### config.mk
export PLATFORM = sky130hd
export DESIGN_NAME = theremin_iir_stage_scheduler
export DESIGN_NICKNAME = d
export VERILOG_FILES = /design/src/rtl/theremin_iir_sched_pkg.sv /design/src/rtl/theremin_iir_stage_scheduler_pipe.sv /design/src/rtl/theremin_iir_stage_scheduler.sv
export SDC_FILE = /design/constraint.sdc
export NUM_CORES = 1
export LEC_CHECK = 0
export ABC_AREA = 1
export CAP_MARGIN = 20
export CELL_PAD_IN_SITES_DETAIL_PLACEMENT = 0
export CELL_PAD_IN_SITES_GLOBAL_PLACEMENT = 1
export CORE_MARGIN = 2
export CORE_UTILIZATION = 37
export CTS_CLUSTER_SIZE = 10
export DETAILED_ROUTE_END_ITERATION = 10
export PLACE_DENSITY = 0.81
export REMOVE_ABC_BUFFERS = 1
export SLEW_MARGIN = 0
export SYNTH_ARGS = -nofsm -noshare
export SYNTH_HDL_FRONTEND = slang
export SYNTH_SLANG_ARGS = --single-unit
### constraint.sdc
create_clock -name CLK -period 3.8 [get_ports CLK]
set_input_delay 0.95 -clock CLK [delete_from_list [all_inputs] [get_ports CLK]]
set_output_delay 0.95 -clock CLK [all_outputs]
set_load 0.005 [all_outputs]
### src/rtl/theremin_iir_sched_pkg.sv
// Shared types for the theremin IIR stage scheduler.
// Holds the FSM state encoding and the in-flight datapath op record.
package theremin_iir_sched_pkg;

    localparam int SCHED_STAGE_BITS = 2;
    localparam int DP_LATENCY_MAX   = 4;

    typedef enum logic [1:0] {
        S_IDLE,
        S_ISSUE,
        S_DRAIN
    } sched_state_t;

    typedef logic [SCHED_STAGE_BITS-1:0] op_stage_t;

    typedef struct packed {
        logic      valid;
        op_stage_t stage;
        logic      ch;
        logic      last;
    } iir_op_t;

endpackage

### src/rtl/theremin_iir_stage_scheduler_pipe.sv
// In-flight op tracker: DEPTH-stage shift register of issued ops.
// Ports: clk, clear (sync), op_in (issued op or empty slot),
//   query_stage/query_ch -> hit (that op still in flight),
//   empty (nothing in flight), tail (op being written back).
module iir_op_pipe
    import theremin_iir_sched_pkg::*;
#(
    parameter int DEPTH = 2
) (
    input  logic      clk,
    input  logic      clear,
    input  iir_op_t   op_in,
    input  op_stage_t query_stage,
    input  logic      query_ch,
    output logic      hit,
    output logic      empty,
    output iir_op_t   tail
);

    iir_op_t pipe_q [DEPTH];

    always_ff @(posedge clk) begin
        if (clear) begin
            for (int i = 0; i < DEPTH; i++) begin
                pipe_q[i] <= '0;
            end
        end else begin
            pipe_q[0] <= op_in;
            for (int i = 1; i < DEPTH; i++) begin
                pipe_q[i] <= pipe_q[i-1];
            end
        end
    end

    // An op still anywhere in the pipe (including the tail, which is
    // writing this cycle) has not yet landed in state RAM.
    always_comb begin
        hit   = 1'b0;
        empty = 1'b1;
        for (int i = 0; i < DEPTH; i++) begin
            if (pipe_q[i].valid) begin
                empty = 1'b0;
                if (pipe_q[i].stage == query_stage &&
                    pipe_q[i].ch == query_ch) begin
                    hit = 1'b1;
                end
            end
        end
    end

    assign tail = pipe_q[DEPTH-1];

endmodule

### src/rtl/theremin_iir_stage_scheduler.sv
// Issue scheduler for the 2-channel cascaded IIR smoothing filter.
// In: CLK, RESETN (sync, active-low), START, MAX_STAGE.
// Out: RD_EN/RD_ADDR/SRC_ADDR/SRC_IS_INPUT (issue), WR_EN/WR_ADDR/
//   WR_LAST (write-back), BUSY, DONE (pulse), OVERRUN (sticky).
module theremin_iir_stage_scheduler
    import theremin_iir_sched_pkg::*;
#(
    parameter int STAGE_BITS = 2,
    parameter int DP_LATENCY = 2
) (
    input  logic                  CLK,
    input  logic                  RESETN,
    input  logic                  START,
    input  logic [STAGE_BITS-1:0] MAX_STAGE,
    output logic                  RD_EN,
    output logic [STAGE_BITS:0]   RD_ADDR,
    output logic [STAGE_BITS:0]   SRC_ADDR,
    output logic                  SRC_IS_INPUT,
    output logic                  WR_EN,
    output logic [STAGE_BITS:0]   WR_ADDR,
    output logic                  WR_LAST,
    output logic                  BUSY,
    output logic                  DONE,
    output logic                  OVERRUN
);

    // Pipe depth held to the legal datapath latency range.
    localparam int LAT = (DP_LATENCY > DP_LATENCY_MAX) ? DP_LATENCY_MAX :
                         (DP_LATENCY < 1) ? 1 : DP_LATENCY;

    sched_state_t          state_q, state_d;
    logic [STAGE_BITS-1:0] stage_q, stage_d;
    logic [STAGE_BITS-1:0] m_q, m_d;
    logic [STAGE_BITS-1:0] stage_prev;
    logic                  ch_q, ch_d;
    logic                  pend_q, pend_d;
    logic                  ovr_q, ovr_d;
    logic                  rd_en;
    logic                  done;
    logic                  hit;
    logic                  hazard;
    logic                  pipe_empty;
    logic                  finishing;
    iir_op_t               op_in;
    iir_op_t               tail;

    assign stage_prev = stage_q - 1'b1;
    assign hazard     = (stage_q != '0) && hit;
    assign finishing  = (state_q == S_DRAIN) && pipe_empty;

    iir_op_pipe #(.DEPTH(LAT)) u_pipe (
        .clk         (CLK),
        .clear       (!RESETN),
        .op_in       (op_in),
        .query_stage (op_stage_t'(stage_prev)),
        .query_ch    (ch_q),
        .hit         (hit),
        .empty       (pipe_empty),
        .tail        (tail)
    );

    always_ff @(posedge CLK) begin
        if (!RESETN) begin
            state_q <= S_IDLE;
            stage_q <= '0;
            ch_q    <= 1'b0;
            m_q     <= '0;
            pend_q  <= 1'b0;
            ovr_q   <= 1'b0;
        end else begin
            state_q <= state_d;
            stage_q <= stage_d;
            ch_q    <= ch_d;
            m_q     <= m_d;
            pend_q  <= pend_d;
            ovr_q   <= ovr_d;
        end
    end

    always_comb begin
        state_d = state_q;
        stage_d = stage_q;
        ch_d    = ch_q;
        m_d     = m_q;
        pend_d  = pend_q;
        ovr_d   = ovr_q;
        rd_en   = 1'b0;
        done    = 1'b0;

        unique case (state_q)
            S_IDLE: begin
                if (START) begin
                    state_d = S_ISSUE;
                    m_d     = MAX_STAGE;
                    stage_d = '0;
                    ch_d    = 1'b0;
                end
            end
            S_ISSUE: begin
                rd_en = !hazard;
                if (rd_en) begin
                    if (!ch_q) begin
                        ch_d = 1'b1;
                    end else if (stage_q == m_q) begin
                        state_d = S_DRAIN;
                        stage_d = '0;
                        ch_d    = 1'b0;
                    end else begin
                        stage_d = stage_q + 1'b1;
                        ch_d    = 1'b0;
                    end
                end
            end
            S_DRAIN: begin
                if (pipe_empty) begin
                    done = 1'b1;
                    // Queued or coincident START chains straight into
                    // the next pass; a START arriving alongside a queued
                    // one becomes the new queued request.
                    if (pend_q || START) begin
                        state_d = S_ISSUE;
                        m_d     = MAX_STAGE;
                        pend_d  = pend_q && START;
                    end else begin
                        state_d = S_IDLE;
                    end
                end
            end
            default: begin
                state_d = S_IDLE;
            end
        endcase

        if (START && state_q != S_IDLE && !finishing) begin
            if (pend_q) begin
                ovr_d = 1'b1;
            end else begin
                pend_d = 1'b1;
            end
        end
    end

    always_comb begin
        op_in = '0;
        if (rd_en) begin
            op_in.valid = 1'b1;
            op_in.stage = op_stage_t'(stage_q);
            op_in.ch    = ch_q;
            op_in.last  = (stage_q == m_q);
        end
    end

    assign RD_EN        = rd_en;
    assign RD_ADDR      = rd_en ? {stage_q, ch_q} : '0;
    assign SRC_IS_INPUT = rd_en && (stage_q == '0);
    assign SRC_ADDR     = (rd_en && stage_q != '0) ? {stage_prev, ch_q} : '0;
    assign WR_EN        = tail.valid;
    assign WR_ADDR      = {STAGE_BITS'(tail.stage), tail.ch};
    assign WR_LAST      = tail.last;
    assign BUSY         = (state_q != S_IDLE);
    assign DONE         = done;
    assign OVERRUN      = ovr_q;

endmodule

Fig. 1: run 1, cell density map
Scale: 6 px per um. The die is cut into 11 by 11 equal tiles; dark blue is low, red is high, 0 to 100% covered.
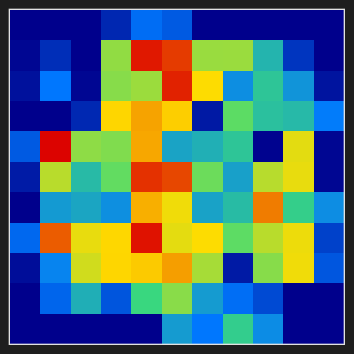
tiles over 75% full	15%
mean over tiles	38%
emptiest ninth of the die	north-west
nearly empty tiles	23%
fullest tile	100%
post-layout utilization of the core: 48.25%
fp util: 39.39%
core box area: 2500 um^2

Fig. 2: run 1, met1 routing
Scale: 8 px per um. Supply wires on this layer in grey. Cells faint in the background.
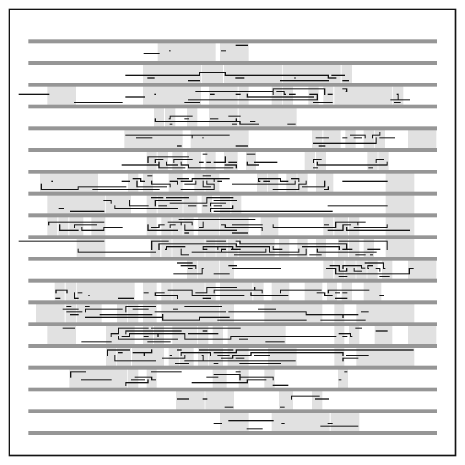
longest straight run	22.1 um
nets with wire on the layer	152
wire length on this layer	1000 um
share of all routed wire	48%
via count of the routed design: 870
met1 demand-to-capacity share in global routing: 19.36%
Post-Route WL: 2.094 mm

Fig. 3: run 1, I/O nets highlighted
Scale: 4 px per um.
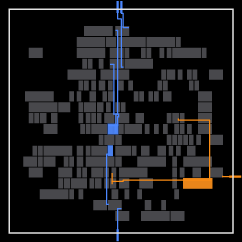
port	colour	bits	direction	edge	end cells	buffers	wire
WR_EN	orange	1	output	east	1	1	53.2 um
RD_ADDR	blue	3	output	2 north, 1 south	3	3	88.4 um
number of I/O pins: 21
port bufs: 20

Fig. 4: run 1, cell classes on the final placement
Scale: 6 px per um.
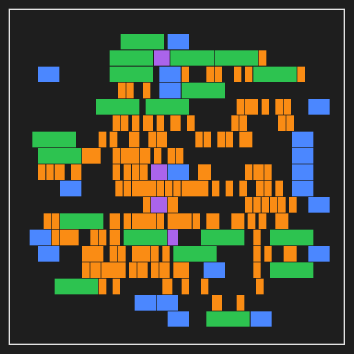
class	colour	cells	share of their area
sequential cells	green	19	33%
clock drivers and dummy loads	purple	4	2.4%
remaining buffers and delay cells	blue	20	17%
combinational and other logic	orange	121	48%
final instance area: 1206 um^2
total number of placement rows: 18
sequential fraction of total cell area: 31.54%

==> run summary, run 1 <==
The flow run is done. The flow ran to the end, and the final reports show no timing, DRC or antenna violations. The script computed the net switching share of total power as between 40 and 50%. Maximum fanout count along the critical path landed at 7.

Post-route worst setup slack landed at between 200 and 300 ps. The die covers ~3000 um^2. Sum of internal, switching and leakage power landed at 870.5 uW. Normalized max-slew margin landed at between 70% and 80%. For reference, the top logic cell family by area is simple AND/OR/NAND/NOR gates. In the placement report, post-DP HPWL is listed as roughly 1.7 mm.

Cell-internal power landed at approximately 480 uW. Summing over the stages, the warning tally comes to 25. In this run, CTS created clock tree buffers numbering 3. Cts-stage hold buffer count landed at 0. The script parses the final routing iteration and logs DRC violations as 0.

Width of the die landed at 55.59 um. Number of DRC markers in iteration 0 landed at 24. For this run, the script counts the antenna cells in the layout as 0. Total global routing track utilization landed at approximately 14%. The main area contributors are dfxtp_1 39%, nand2_1 14%, nor2_1 9.1%.

Tally of yosys warning messages landed at 0. The most critical min-delay path falls under flip-flop to flip-flop. Looking at the max-slew report, the worst-margin pin has a slew of about 430 ps. The worst setup path is captured at an output port. Flop and latch count out of synthesis landed at 19. Maximum operating frequency landed at around 280 MHz. Ratio of total power to cell area landed at between 700 and 800 nW/um^2. After routing, the total negative slack on setup checks comes to 0 ps. The first global-routing pass estimated about 3.5 mm of wire. The first detailed-routing pass ran for 5 iterations. Across the VDD grid, the largest voltage drop is 0.0003487 V. The final timing summary puts the cycle share of the worst path at between 90% and 100%. Sequential share of power landed at between 30% and 40%.

The cell type that accounts for the most area after synthesis is dfxtp_1. Post-layout net count landed at 171. The clock passes through at most 2 buffers.

Setup repair after global routing left no endpoint under its margin. Number of violations of the max-capacitance limit landed at 0. The later pin in the worst-skew pair is clocked with a latency of 300 ps. Per STA, the worst path is made up of inv_4 > ha_1 > inv_1 > nand2_1 > nand2_2 > nor2_2 > nand2_1 > nand2_2 > nand2_2 > nand2_4 > inv_1 > nand2_1 > nor2_1 > clkdlybuf4s50_1. Per the gpl log, the routability congestion estimate is 0.8597. Global routing finished with a remaining overflow of 0. The final timing report counts setup violations totalling 0.

Fraction of final layout cells sized beyond drive strength 1 landed at between 10 and 15%. The initial antenna violation count was 0. Number of sinks driven by the clock tree landed at 19.

In this run the number of H-tree levels came out at 1. The worst setup path is launched from a flip-flop. The data arrival time reported for the critical path is 2600 ps.

Number of global-route vias before repair landed at 766. Fraction of the mapped netlist area in simple logic gates landed at 36.85%. Per the post-synthesis stats, the area per cell is 6.791 um^2. Gates resized during post-CTS repair numbered 0. From synthesis to final layout, the design area changed by 22.49%.

For this run, the detailed router reports a per-instance via density of approximately 4.5. Synthesized chip area reported by yosys landed at 984.7 um^2. Switching power landed at just under 400 uW. Proportion of synthesized chip area in sequential cells landed at between 30 and 40%. Area fraction in mux cells landed at 0%. The timing report gives the biggest stage delay along the critical path as approximately 530 ps. Summing the areas of all compound-gate instances in the mapped netlist gives under 10% of the synthesized area. Looking at the post-CTS report, the setup buffer insertion count equals 0.

Final worst clock skew landed at between 3 and 4 ps. Combinational cells account for 53.5% of the total power. The detail route stage leaves a number of antenna-violating nets equal to 0.

Cell area after technology mapping landed at just under 1000 um^2. In the final routed layout, each cell accounts on average for about 11 um. Counting endpoints that fail hold in the final report gives 0. Fraction of synthesized cell area taken by the top area cell type landed at roughly two fifths. Final count of pins violating max slew landed at 0. Number of cells traversed by the worst hold path landed at 2.
-- run 1: critical path: cells and delay by family (launching register included) --
kind	cells	cell delay, ps
AND/OR/NAND/NOR	9	630
flip-flops	1	530
buffers and inverters	4	780
adder cells (fa/ha/maj)	1	370
-- run 1: power groups by stage --
stage	Combinational, mW	Clock [mW]	Sequential (mW)
floorplan	0.327	0	0.293
global placement	0.465	0	0.303
detailed placement	0.466	0	0.307
CTS	0.468	0.104	0.302
global route	0.525	0.111	0.308
finish	0.466	0.103	0.302
-- run 1: layout by cell type (no fill, tap or decap), drive strengths merged --
| master | count |
|---|---|
| o21ai | 4 |
| dfxtp | 19 |
| nand2 | 42 |
| xnor2 | 2 |
| nand3 | 6 |
| a211oi | 1 |
| clkinv | 1 |
| a21oi | 5 |
| ha | 1 |
| nor3 | 4 |
| inv | 28 |
| nor2 | 28 |
| clkdlybuf4s50 | 20 |
| clkbuf | 3 |
-- run 1: routing by layer --
metal	vias up	wire length, um	track usage [%]
li1	468	-	-
met1	366	1002	19.36
met2	27	951	22.28
met3	9	83	2.326
met4	0	57	6.272
met5	-	0	0
-- run 1: state kept, by name, indices dropped and copies added, names as in the netlist --
signal         cells
m_q                2
pend_q             1
u_pipe.pipe_q     10
OVERRUN            1
stage_q            2
ch_q               1
state_q            2
-- run 1: final timing paths --
check                                          from                   to  slack, ps
worst max-delay path                     stage_q[0]          SRC_ADDR[2]        250
worst min-delay path            u_pipe.pipe_q[0][0]  u_pipe.pipe_q[0][5]        430
worst max register to register           stage_q[0]                 ch_q       1870
worst min register to register  u_pipe.pipe_q[0][0]  u_pipe.pipe_q[0][5]        430
-- run 1: kinds of logic after synthesis --
| family | count (synthesis) |
|---|---|
| AND-OR/OR-AND | 10 |
| adder cells (fa/ha/maj) | 1 |
| buffers and inverters | 33 |
| flip-flops | 19 |
| XOR/XNOR | 2 |
| AND/OR/NAND/NOR | 80 |
-- run 1: area by class of cell --
class | count | area (um^2)
multi-input cells | 93 | 452.9
well taps | 30 | 37.54
repair buffers | 20 | 200.2
fillers | 265 | 1294
clock inverters | 1 | 5.005
flip-flops and latches | 19 | 380.4
clock buffers | 3 | 22.52
inverters | 28 | 107.6
-- run 1: metrics by stage --
step | hold slack [ps] | instance area, um^2 | util [%] | instances
2_1_floorplan | 390.0 | 940.9 | - | 140
3_3_place_gp | 394.9 | 1179 | 47.15 | 190
3_5_place_dp | 410.2 | 1179 | 47.15 | 190
4_1_cts | 435.3 | 1206 | 48.25 | 194
5_1_grt | 482.2 | 1206 | 48.25 | 194
6_report | 433.7 | 1206 | 48.25 | 194
-- run 1: synth_stat cells (all sizes together) --
cell / instances
nand2: 42
inv: 28
nor2: 28
dfxtp: 19
nand3: 6
a21oi: 5
buf: 4
nor3: 4
o21ai: 4
xnor2: 2
a211oi: 1
clkbuf: 1
ha: 1
==> inputs of run 2 (changes only) <==
Settings changed: SETUP_SLACK_MARGIN from default to 0.4.
Fig. 5: run 2, cell classes on the final placement
Scale: 6 px per um.
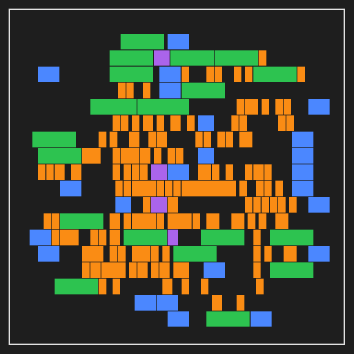
class	colour	cells	share of their area
remaining buffers and delay cells	blue	23	18%
sequential cells	green	19	32%
clock drivers and dummy loads	purple	4	2.3%
combinational and other logic	orange	121	47%
sequential fraction of total cell area: 30.92%
post-layout utilization of the core: 49.85%
final instance area: 1246 um^2

==> run 2 against run 1 <==
Against the previous run:
- clock skew about the same
- synthesized area unchanged
- final area increased by 3.3%
- count of clock-buffer cells in the layout unchanged
- register-to-register slack improved by 290 ps
- die size unchanged
- critical endpoint is now SRC_ADDR[0]
- largest cell class unchanged
- largest power group unchanged
- highest routed layer unchanged
==> run summary, run 2 <==
The flow run is done. The flow ran to the end, and the final reports show no timing, DRC or antenna violations. The largest register by flop count is u_pipe.pipe_q. Per the detail_route report, vias per standard cell equal ~4.5.

Among all cell types in the netlist, the one instantiated most often is nand2_1. Count of vias placed by the detailed router landed at roughly 880. Count of final hold-check violations landed at 0. Post-route setup TNS landed at 0 ps. STA reports a reg2reg setup slack of 2160 ps.

In this run the tools logged warnings totalling 25. In this build the clock could be raised as far as 308.9 MHz. The final layout contains routed wiring with a total length of between 2 and 2.5 mm. Cell-internal power landed at 515.9 uW. The register with the most flip-flops in the layout has 10 of them.

In this run the mean area of a mapped cell was between 6 and 7 um^2. Number of sinks driven by the clock tree landed at 19. The synthesized design contains 19 register bits. Wire length of the first global-routing pass landed at ~3.5 mm.

Global placer's final weighted congestion landed at 0.8597. Tally of yosys warning messages landed at 0. The worst-case max-slew headroom was logged as ~70%. Number of DRC markers in iteration 0 landed at 15. By count the netlist is led by 36 x nand2_1, 24 x nor2_1, 23 x inv_1. Fraction of final layout cells sized beyond drive strength 1 landed at 17.37%.

Maximum root-to-sink buffer count landed at 2. Final count of pins violating max slew landed at 0. The final antenna diode tally reported by the flow is 0. Ratio of total power to cell area landed at approximately 730 nW/um^2. In this run the worst setup path begins at stage_q[0]. Number of buffers created by CTS landed at 3.

During I/O placement, the number of pins put on the boundary was 21. Yosys reported that registers with async set or reset make up 0%. Proportion of total power due to net switching landed at a little over two fifths.

STA lists the endpoint of the worst register-to-register path as ch_q. Per the synthesis report, the dominant area consumer among library cells is dfxtp_1. Critical path's largest stage delay landed at a little over 500 ps.

Width of the die landed at around 56 um. Switching power landed at between 300 and 400 uW. Final worst hold slack landed at about 440 ps. Recorded from the global router log, the overflow total was 0. The synthesized netlist occupies a cell area of approximately 980 um^2. By instance count after routing, the leading logic cell type is nand2_1.

Logic depth of the worst setup path including buffers landed at 14. Looking at the critical path, the highest net fanout was 6. Area of the core landed at ~2500 um^2. Setup repair after global routing left no endpoint under its margin.

Effective utilization at floorplan landed at between 30% and 40%. STA classifies the critical path startpoint as a flip-flop. Count of buffering cells on the critical path with inverters included landed at 4. Residual DRC count landed at 0. Clock latency on the worst-skew pair, taken at its later pin, is 300 ps. In the finished design, the share of the clock period the worst path needs comes to 85.20%.
## run 2: worst min-delay path by stage
| stage | start | end | slack, ps | cells after the start |
|---|---|---|---|---|
| CTS | u_pipe.pipe_q[0][0] | u_pipe.pipe_q[0][5] | 440 | 2 |
| detailed placement | u_pipe.pipe_q[0][0] | u_pipe.pipe_q[0][5] | 410 | 2 |
| finish | u_pipe.pipe_q[0][0] | u_pipe.pipe_q[0][5] | 440 | 2 |
| global placement | u_pipe.pipe_q[0][0] | u_pipe.pipe_q[0][5] | 390 | 2 |
| global route | u_pipe.pipe_q[0][0] | u_pipe.pipe_q[0][5] | 480 | 2 |
| floorplan | u_pipe.pipe_q[0][0] | u_pipe.pipe_q[0][5] | 390 | 2 |
## run 2: through the flow
step	setup slack, ps	instance area, um^2	power [mW]
2_1_floorplan	1270	940.9	0.6194
3_3_place_gp	694.8	1179	0.7678
3_5_place_dp	600.7	1179	0.7728
4_1_cts	400.2	1211	0.8790
5_1_grt	412.9	1246	0.9955
6_report	562.4	1246	0.9155
## run 2: what timing repair did
action | CTS | global route
endpoints found under the hold margin | 0 | 0
setup endpoints to repair | 5 | 5
setup buffers | 0 | 3
gates resized | 3 | 3
## run 2: area by class of cell
class,count,area (um^2)
clock buffers,3,22.52
clock inverters,1,5.005
fillers,262,1254
inverters,28,107.6
multi-input cells,93,465.4
flip-flops and latches,19,385.4
well taps,30,37.54
repair buffers,23,222.7
## run 2: logic make-up after synthesis
kind of cell | after synthesis | share of synthesized area, %
buf+inv | 33 | 15.37
compound gates | 10 | 6.099
flops | 19 | 38.63
simple gates | 80 | 36.85
xor+xnor | 2 | 1.779
fa+ha+maj | 1 | 1.270
## run 2: power by group through the flow
stage	logic [mW]	registers (mW)	clock network [mW]
2_1_floorplan	0.327	0.293	0
3_3_place_gp	0.465	0.303	0
3_5_place_dp	0.466	0.307	0
4_1_cts	0.468	0.306	0.104
5_1_grt	0.578	0.305	0.112
6_report	0.512	0.300	0.104
## run 2: routing by layer
metal / track usage, % / share of wire, % / vias to the layer above
met4: 6.272 / 2.5 / 0
met1: 19.51 / 47 / 379
met5: 0 / 0 / -
met2: 22.28 / 46 / 22
met3: 2.326 / 4.0 / 7
li1: - / - / 475
## run 2: worst register-to-register path: stages (launching register included)
cell,delay [ps]
dfxtp_4,390
inv_4,50
ha_4,280
inv_1,50
nand2_1,60
nand2_2,50
nor2_2,90
nand2_1,70
nand2_2,80
nand2_2,60
nand2_4,110
nand2_4,80
a21oi_1,130
nor2_1,50
Power figures rest on the tool's default switching activity, not on a simulated workload.
